==> config.mk <==
export PLATFORM = sky130hd
export DESIGN_NAME = cam_capture_stream
export DESIGN_NICKNAME = d
export VERILOG_FILES = /design/src/rtl/cam_pkg.sv /design/src/rtl/cam_sync_edge.sv /design/src/rtl/cam_capture_stream.sv
export SDC_FILE = /design/constraint.sdc
export NUM_CORES = 1
export LEC_CHECK = 0
export ABC_AREA = 1
export CAP_MARGIN = 15
export CELL_PAD_IN_SITES_DETAIL_PLACEMENT = 2
export CELL_PAD_IN_SITES_GLOBAL_PLACEMENT = 2
export CORE_UTILIZATION = 29
export DETAILED_ROUTE_END_ITERATION = 8
export PLACE_DENSITY_LB_ADDON = 0.12
export SKIP_LAST_GASP = 1
export SYNTH_ARGS = -nofsm -noshare
export SYNTH_HDL_FRONTEND = slang
export SYNTH_SLANG_ARGS = --single-unit
export TNS_END_PERCENT = 30
==> constraint.sdc <==
create_clock -name pclk -period 1.81 [get_ports pclk]
set_input_delay 0.181 -clock pclk [delete_from_list [all_inputs] [get_ports pclk]]
set_output_delay 0.181 -clock pclk [all_outputs]
set_load 0.01 [all_outputs]
==> src/rtl/cam_pkg.sv <==
// Shared types and constants for the camera capture stream.
package cam_pkg;

  typedef enum logic [0:0] {
    WAIT_SYNC = 1'b0,
    ACTIVE    = 1'b1
  } cap_state_e;

  localparam int FRAME_CNT_W = 16;

  function automatic int pix_w(input int data_w, input int bytes_per_pix);
    return data_w * bytes_per_pix;
  endfunction

endpackage

==> src/rtl/cam_sync_edge.sv <==
// Polarity-normalising edge detector: act is the asserted level, rise/fall
// compare it against the previous pclk sample.
module cam_sync_edge #(
  parameter bit POL = 1'b1
) (
  input  logic pclk,
  input  logic reset,
  input  logic sig,
  output logic act,
  output logic rise,
  output logic fall
);

  logic act_q;

  assign act = ~(sig ^ POL);

  always_ff @(posedge pclk) begin
    if (reset) act_q <= 1'b0;
    else       act_q <= act;
  end

  assign rise = act & ~act_q;
  assign fall = ~act & act_q;

endmodule

==> src/rtl/cam_capture_stream.sv <==
// Camera byte stream to pixel-FIFO writer with frame/line geometry checks.
// Optional 2x2 decimation is compiled in with CAM_CAPTURE_DECIMATE_EN.
//
// state     | meaning
// WAIT_SYNC | idle until vsync blanking ends with capture_en set
// ACTIVE    | assembling pixels and writing the FIFO until blanking starts
module cam_capture_stream
  import cam_pkg::*;
#(
  parameter int DATA_W        = 8,
  parameter int BYTES_PER_PIX = 2,
  parameter int H_ACTIVE      = 640,
  parameter int V_ACTIVE      = 480,
  parameter bit VSYNC_POL     = 1'b1
) (
  input  logic                                        pclk,
  input  logic                                        reset,
  input  logic                                        capture_en,
  input  logic                                        vsync,
  input  logic                                        href,
  input  logic [DATA_W-1:0]                           d,
  input  logic                                        fifo_full,
  input  logic                                        clear_status,
  output logic                                        fifo_wr_en,
  output logic [pix_w(DATA_W, BYTES_PER_PIX)-1:0]     fifo_wr_data,
  output logic                                        pix_sof,
  output logic                                        pix_eol,
  output logic                                        frame_start,
  output logic                                        frame_end,
  output logic [FRAME_CNT_W-1:0]                      frame_count,
  output logic                                        line_err,
  output logic                                        overflow
);

  localparam int PIX_W = pix_w(DATA_W, BYTES_PER_PIX);

  // Input geometry: with decimation the camera delivers twice the output size.
`ifdef CAM_CAPTURE_DECIMATE_EN
  localparam int H_IN  = 2 * H_ACTIVE;
  localparam int V_IN  = 2 * V_ACTIVE;
  localparam int EOL_X = H_IN - 2;
`else
  localparam int H_IN  = H_ACTIVE;
  localparam int V_IN  = V_ACTIVE;
  localparam int EOL_X = H_ACTIVE - 1;
`endif

  localparam int X_W  = $clog2(H_IN + 2);
  localparam int Y_W  = $clog2(V_IN + 2);
  localparam int BC_W = (BYTES_PER_PIX > 1) ? $clog2(BYTES_PER_PIX) : 1;

  localparam logic [X_W-1:0]  X_END   = X_W'(H_IN);
  localparam logic [X_W-1:0]  X_SAT   = X_W'(H_IN + 1);
  localparam logic [X_W-1:0]  X_EOL   = X_W'(EOL_X);
  localparam logic [Y_W-1:0]  Y_END   = Y_W'(V_IN);
  localparam logic [Y_W-1:0]  Y_SAT   = Y_W'(V_IN + 1);
  localparam logic [BC_W-1:0] BC_LAST = BC_W'(BYTES_PER_PIX - 1);

  cap_state_e state, state_nxt;
  logic       start_nxt, end_nxt;

  logic vs_act, vs_rise, vs_fall;
  logic hr_act, hr_rise, hr_fall;

  logic [BC_W-1:0]  bc, bc_eff;
  logic [X_W-1:0]   x, x_inc;
  logic [Y_W-1:0]   y, y_inc, y_line;
  logic [PIX_W-1:0] asm_nxt;

  logic active, byte_take, pix_done, in_geo, keep, pix_write, wr_go;
  logic line_bad, vs_err, err_set, ovf_set;

  cam_sync_edge #(.POL(VSYNC_POL)) u_vs_edge (
    .pclk  (pclk),
    .reset (reset),
    .sig   (vsync),
    .act   (vs_act),
    .rise  (vs_rise),
    .fall  (vs_fall)
  );

  cam_sync_edge #(.POL(1'b1)) u_hr_edge (
    .pclk  (pclk),
    .reset (reset),
    .sig   (href),
    .act   (hr_act),
    .rise  (hr_rise),
    .fall  (hr_fall)
  );

  always_ff @(posedge pclk) begin
    if (reset) state <= WAIT_SYNC;
    else       state <= state_nxt;
  end

  always_comb begin
    state_nxt = state;
    start_nxt = 1'b0;
    end_nxt   = 1'b0;
    case (state)
      WAIT_SYNC: begin
        if (vs_fall && capture_en) begin
          state_nxt = ACTIVE;
          start_nxt = 1'b1;
        end
      end
      ACTIVE: begin
        if (vs_rise) begin
          state_nxt = WAIT_SYNC;
          end_nxt   = 1'b1;
        end
      end
      default: state_nxt = WAIT_SYNC;
    endcase
  end

  // Blanking overrides href, so a pixel in flight at vs_rise is dropped.
  assign active    = (state == ACTIVE);
  assign bc_eff    = hr_rise ? '0 : bc;
  assign byte_take = active & hr_act & ~vs_act;
  assign pix_done  = byte_take & (bc_eff == BC_LAST);
  assign in_geo    = (x < X_END) & (y < Y_END);
  assign pix_write = pix_done & in_geo & keep;
  assign wr_go     = pix_write & ~fifo_full;

`ifdef CAM_CAPTURE_DECIMATE_EN
  assign keep = ~x[0] & ~y[0];
`else
  assign keep = 1'b1;
`endif

  // Counters saturate one past the end so oversize geometry stays detectable.
  assign x_inc  = (x == X_SAT) ? x : x + X_W'(1);
  assign y_inc  = (y == Y_SAT) ? y : y + Y_W'(1);
  assign y_line = hr_fall ? y_inc : y;

  assign line_bad = active & hr_fall & ((x != X_END) | (bc != '0));
  assign vs_err   = active & vs_rise & ((y_line != Y_END) | hr_act);
  assign err_set  = (pix_done & ~in_geo) | line_bad | vs_err;
  assign ovf_set  = pix_write & fifo_full;

  generate
    if (BYTES_PER_PIX == 1) begin : g_single
      assign asm_nxt = d;
    end else begin : g_multi
      localparam int HEAD_W = (BYTES_PER_PIX - 1) * DATA_W;
      logic [HEAD_W-1:0] head_q;

      always_ff @(posedge pclk) begin
        if (reset)          head_q <= '0;
        else if (byte_take) head_q <= asm_nxt[HEAD_W-1:0];
      end

      assign asm_nxt = {head_q, d};
    end
  endgenerate

  always_ff @(posedge pclk) begin
    if (reset) begin
      bc           <= '0;
      x            <= '0;
      y            <= '0;
      fifo_wr_en   <= 1'b0;
      fifo_wr_data <= '0;
      pix_sof      <= 1'b0;
      pix_eol      <= 1'b0;
      frame_start  <= 1'b0;
      frame_end    <= 1'b0;
      frame_count  <= '0;
      line_err     <= 1'b0;
      overflow     <= 1'b0;
    end else begin
      fifo_wr_en  <= wr_go;
      pix_sof     <= wr_go & (x == '0) & (y == '0);
      pix_eol     <= wr_go & (x == X_EOL);
      frame_start <= start_nxt;
      frame_end   <= end_nxt;
      line_err    <= (line_err & ~clear_status) | err_set;
      overflow    <= (overflow & ~clear_status) | ovf_set;
      if (wr_go)   fifo_wr_data <= asm_nxt;
      if (end_nxt) frame_count  <= frame_count + FRAME_CNT_W'(1);

      if (!active || vs_rise) begin
        bc <= '0;
        x  <= '0;
        y  <= '0;
      end else if (hr_fall) begin
        bc <= '0;
        x  <= '0;
        y  <= y_inc;
      end else if (byte_take) begin
        if (pix_done) begin
          bc <= '0;
          x  <= x_inc;
        end else begin
          bc <= bc_eff + BC_W'(1);
        end
      end
    end
  end

endmodule

==> results.txt, run 1 <==
The synthesis and place-and-route flow finished, so here is a summary.

In the final design, more cell area goes to multi-input combinational cells than to any other class. For this run, the detailed router reports a per-instance via density of 4.81. The final hold slack came out at between 400 and 500 ps. The share of flip-flops with an asynchronous set or reset after synthesis came out at 0%.

In the final report, the number of hold violations comes to 0. The cell sequence reported for the critical path is nand3_2 > inv_1 > nand3_1 > nor2_1 > buf_4 > nand3_1 > a211oi_1. The area fraction in compound gates after synthesis is 13.8%. The routed length on met2 is 4710 µm. Per the cell usage report, the commonest logic cells after layout are sky130_fd_sc_hd__nand2_1 (84), sky130_fd_sc_hd__dfxtp_1 (68), sky130_fd_sc_hd__inv_1 (65).

Among all stages on the critical path, the largest delay is contributed by sky130_fd_sc_hd__dfxtp_1. Looking at the global route congestion table, the highest-usage layer is met2. The number of buffers inserted to repair setup after CTS is 0. The area share of fa/ha/maj cells after synthesis is 2.70%. During placement, the flow inserted port buffers numbering 53. The path class of the tightest hold or removal check is flip-flop to flip-flop. The clock root buffer master is sky130_fd_sc_hd__clkbuf_8.

The number of top-level pins came out at 54. For reference, the top logic cell family by area is simple AND/OR/NAND/NOR gates. The startpoint identified for the worst register-to-register timing path is active. After legalization and detailed placement, the total HPWL measured 7610 µm.

Per report_power, the Sequential row totals 1.55 mW. The buffer levels on the longest clock path is 2. The run finished with clean final reports. The last timing report of the flow puts the setup violation total at 0.

For this run, global-route usage on met2 was measured as 30.8%. For the worst flop-to-flop path, the logic depth is 7. The number of OpenROAD warnings came out at 30. Ranked by total cell area, the synthesized netlist is headed by sky130_fd_sc_hd__dfxtp_1 (43%), sky130_fd_sc_hd__nand2_1 (9.8%), sky130_fd_sc_hd__inv_1 (7.6%), sky130_fd_sc_hd__a21oi_1 (6.5%), sky130_fd_sc_hd__nor2_1 (6.2%). The post-layout period usage of the worst path came out at slightly above 90%. The clock-cell share of area came out at 4.67%. The number of buffers inserted for hold repair after clock tree synthesis is 0. The detailed-route via count is 3229. The switching share of power is 24.5%. The routed wirelength on the met1 layer is recorded as 4970 µm. Global routing consumed, on the met1 layer, between 20% and 30% of the routing resources.
==> run 1: sequential cells by signal, indices dropped and copies added, names as in the netlist <==
| signal | count |
|---|---|
| frame_count | 16 |
| u_vs_edge.act_q | 1 |
| pix_sof | 1 |
| active | 1 |
| frame_end | 1 |
| line_err | 1 |
| fifo_wr_en | 1 |
| x | 10 |
| u_hr_edge.act_q | 1 |
| g_multi.head_q | 8 |
| overflow | 1 |
| y | 9 |
| frame_start | 1 |
| fifo_wr_data | 16 |
| bc | 1 |
| pix_eol | 1 |
==> run 1: worst max-delay path, delay by kind of cell (launching register included) <==
| family | cells | cell delay [ps] |
|---|---|---|
| compound gates | 1 | 290 |
| simple gates | 4 | 560 |
| flops | 1 | 450 |
| buf+inv | 2 | 270 |
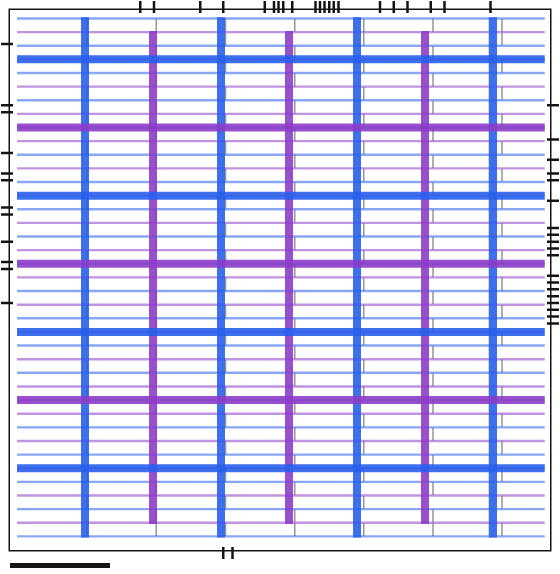
*Supply network, run 1*
Scale bar: 20 µm. Pins as bars on the die edge. Tap cells in gray.
color	net
purple	VDD
blue	VSS
met5 straps	7
tap cells	140
horizontal extent of the die: 108 µm
Worst VDD drop: 437 µV
standard cell core area: 10900 µm²
die height: 108 µm

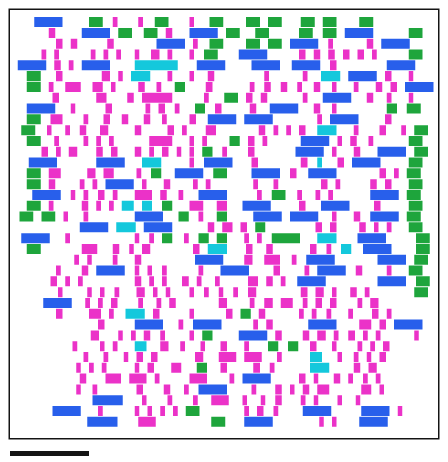
*Cell classes on the final placement, run 1*
Scale bar: 20 µm.
color	class	cells	share of their area
cyan	clock drivers and dummy loads	16	4.9%
blue	flip-flops	70	34%
green	other buffers and delay cells	72	17%
magenta	all other logic	374	44%
core occupancy in the finished layout: 39.1%
final standard cell area without fillers: 4260 µm²
share of the final layout cell area in sequential cells: 33.0%
standard-cell rows: 38

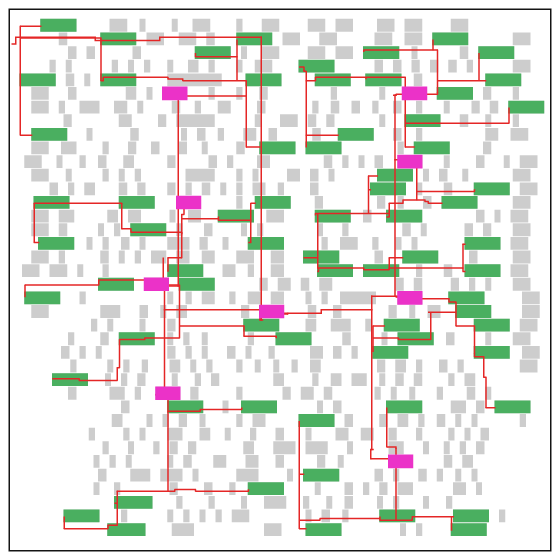
*Routed clock nets over the placement, run 1*
[green] flip-flops | count: 70
[magenta] cells driving clock nets | count: 9
[red] clock wires | length: 1120 µm
routed clock nets	10
flops lie	widely spread
clock group total power: 1.31 mW
worst setup skew after layout: 10.6 ps
clock share of power: 44.0%

==> inputs of run 2 (changes only) <==
Settings changed: ABC_CLOCK_PERIOD_IN_PS from default to 1810.
==> run 2 against run 1 <==
Net effect:
- sequential cell count did not move
- setup slack unchanged
- combinational power about the same
- non-clock buffer count stayed put
- maximum frequency stayed put
- global-route usage did not move
==> results.txt, run 2 <==
The synthesis and place-and-route flow finished, so here is a summary.

The layout stage reports a final design area of approximately 4300 µm². The die span in x came out at 108 µm. The HPWL after detailed placement is around 7600 µm.

The final core area utilization is between 30% and 40%. The cell depth of the worst flop-to-flop path is 7. In the final layout, the registers with the most flip-flops are fifo_wr_data x16, frame_count x16, x x10. The core area is 10900 µm². The number of buffer cells added on primary ports is 53. The launch point of the worst register-to-register path is recorded as active. The number of buffers inserted to repair setup after CTS is 0. The flow ran to the end, and the final reports show no timing, DRC or antenna violations. The worst hold path belongs to the class flip-flop to flip-flop. By instance count after routing, the leading logic cell types are sky130_fd_sc_hd__nand2_1 (84), sky130_fd_sc_hd__dfxtp_1 (68), sky130_fd_sc_hd__inv_1 (65). The final hold slack came out at 451 ps. The routed design shows a via density per instance of 4.81.

The number of OpenROAD warnings came out at 30. The area fraction in compound gates after synthesis came out at between 10% and 20%. Pins over their slew limit in the final report were tallied at 0. The post-layout period usage of the worst path came out at around nine tenths.

The power consumed by sequential cells is 1.55 mW. The overall die height came out at 108 µm. The sum of routed wire length over all layers came out at 10100 µm. The final antenna-violating net count is 0.

Per the synth stats, the proportion of register bits with asynchronous set or reset is 0%. The detailed-route via count is 3229. The met2 track demand over resource in global routing came out at a little under a third. The buffer levels on the longest clock path came out at 2. The total setup violations reported at the end of the flow is 0.

The starting DRC count in detailed routing is 68. The worst IR drop on VDD is between 400 and 500 µV. The wire length on met1 is 4970 µm. The clock power share is 44.0%. The largest non-sequential cell family by area is simple AND/OR/NAND/NOR gates. The largest clock skew in the final design came out at roughly 11 ps. The switching portion of total power comes to 24.5%.

The area share of fa/ha/maj cells after synthesis is 2.70%. After synthesis, the largest area contributor takes up 43.2% of total cell area. For reference, XOR and XNOR gates occupy 1.62% of the area reported after synthesis.

Global routing put the most usage on met2. The routed length on met2 came out at 4710 µm. The reported clock group power is 1.31 mW. The hold violation count in the final report is 0. By area the synthesized netlist is led by sky130_fd_sc_hd__dfxtp_1 (43%), sky130_fd_sc_hd__nand2_1 (9.8%), sky130_fd_sc_hd__inv_1 (7.6%), sky130_fd_sc_hd__a21oi_1 (6.5%), sky130_fd_sc_hd__nor2_1 (6.2%). The clock root buffer master is sky130_fd_sc_hd__clkbuf_8. Per the post-synthesis report, the number of cells in the design is 456. STA lists the endpoint of the worst register-to-register path as frame_count[6]. The number of buffers inserted for hold repair after clock tree synthesis came out at 0.

The number of top-level pins is 54. The TritonCTS sink count came out at 70. The number of rows created at floorplan came out at 38.
## run 2: cell counts after synthesis
No cell type changed its count.
## run 2: critical path: stages, from the launching register on
cell and delay [ps]:
sky130_fd_sc_hd__dfxtp_1 450, sky130_fd_sc_hd__nand3_2 170, sky130_fd_sc_hd__inv_1 110, sky130_fd_sc_hd__nand3_1 100, sky130_fd_sc_hd__nor2_1 190, sky130_fd_sc_hd__buf_4 160, sky130_fd_sc_hd__nand3_1 100, sky130_fd_sc_hd__a211oi_1 290
## run 2: cell type report
cell class	instances	share of cell area (%)
multi-input cells	307	36.3
flip-flops and latches	70	33.0
repair buffers	72	16.1
inverters	67	5.90
well taps	140	4.11
clock buffers	10	3.00
clock inverters	6	1.67
## run 2: what timing repair did
item,4_1_cts,5_1_grt
endpoints found under the setup margin,1,1
resized,1,8
pin swaps,0,1
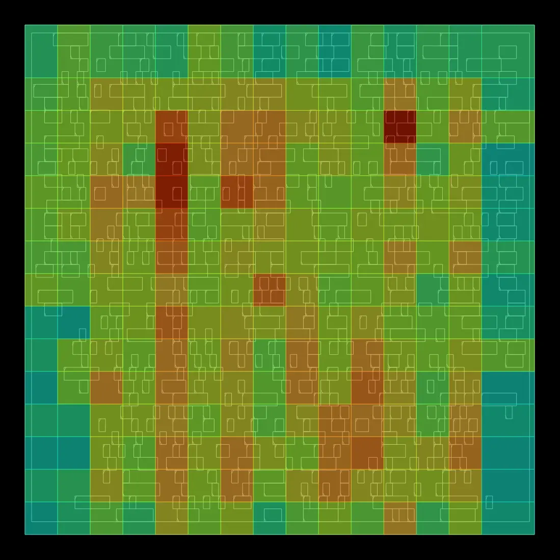
*Routing congestion map, run 2*
met1 layer usage reported by global route: 25.4%
global-route track usage on met3: 2.78%

Power is estimated from default activity; no workload was simulated.
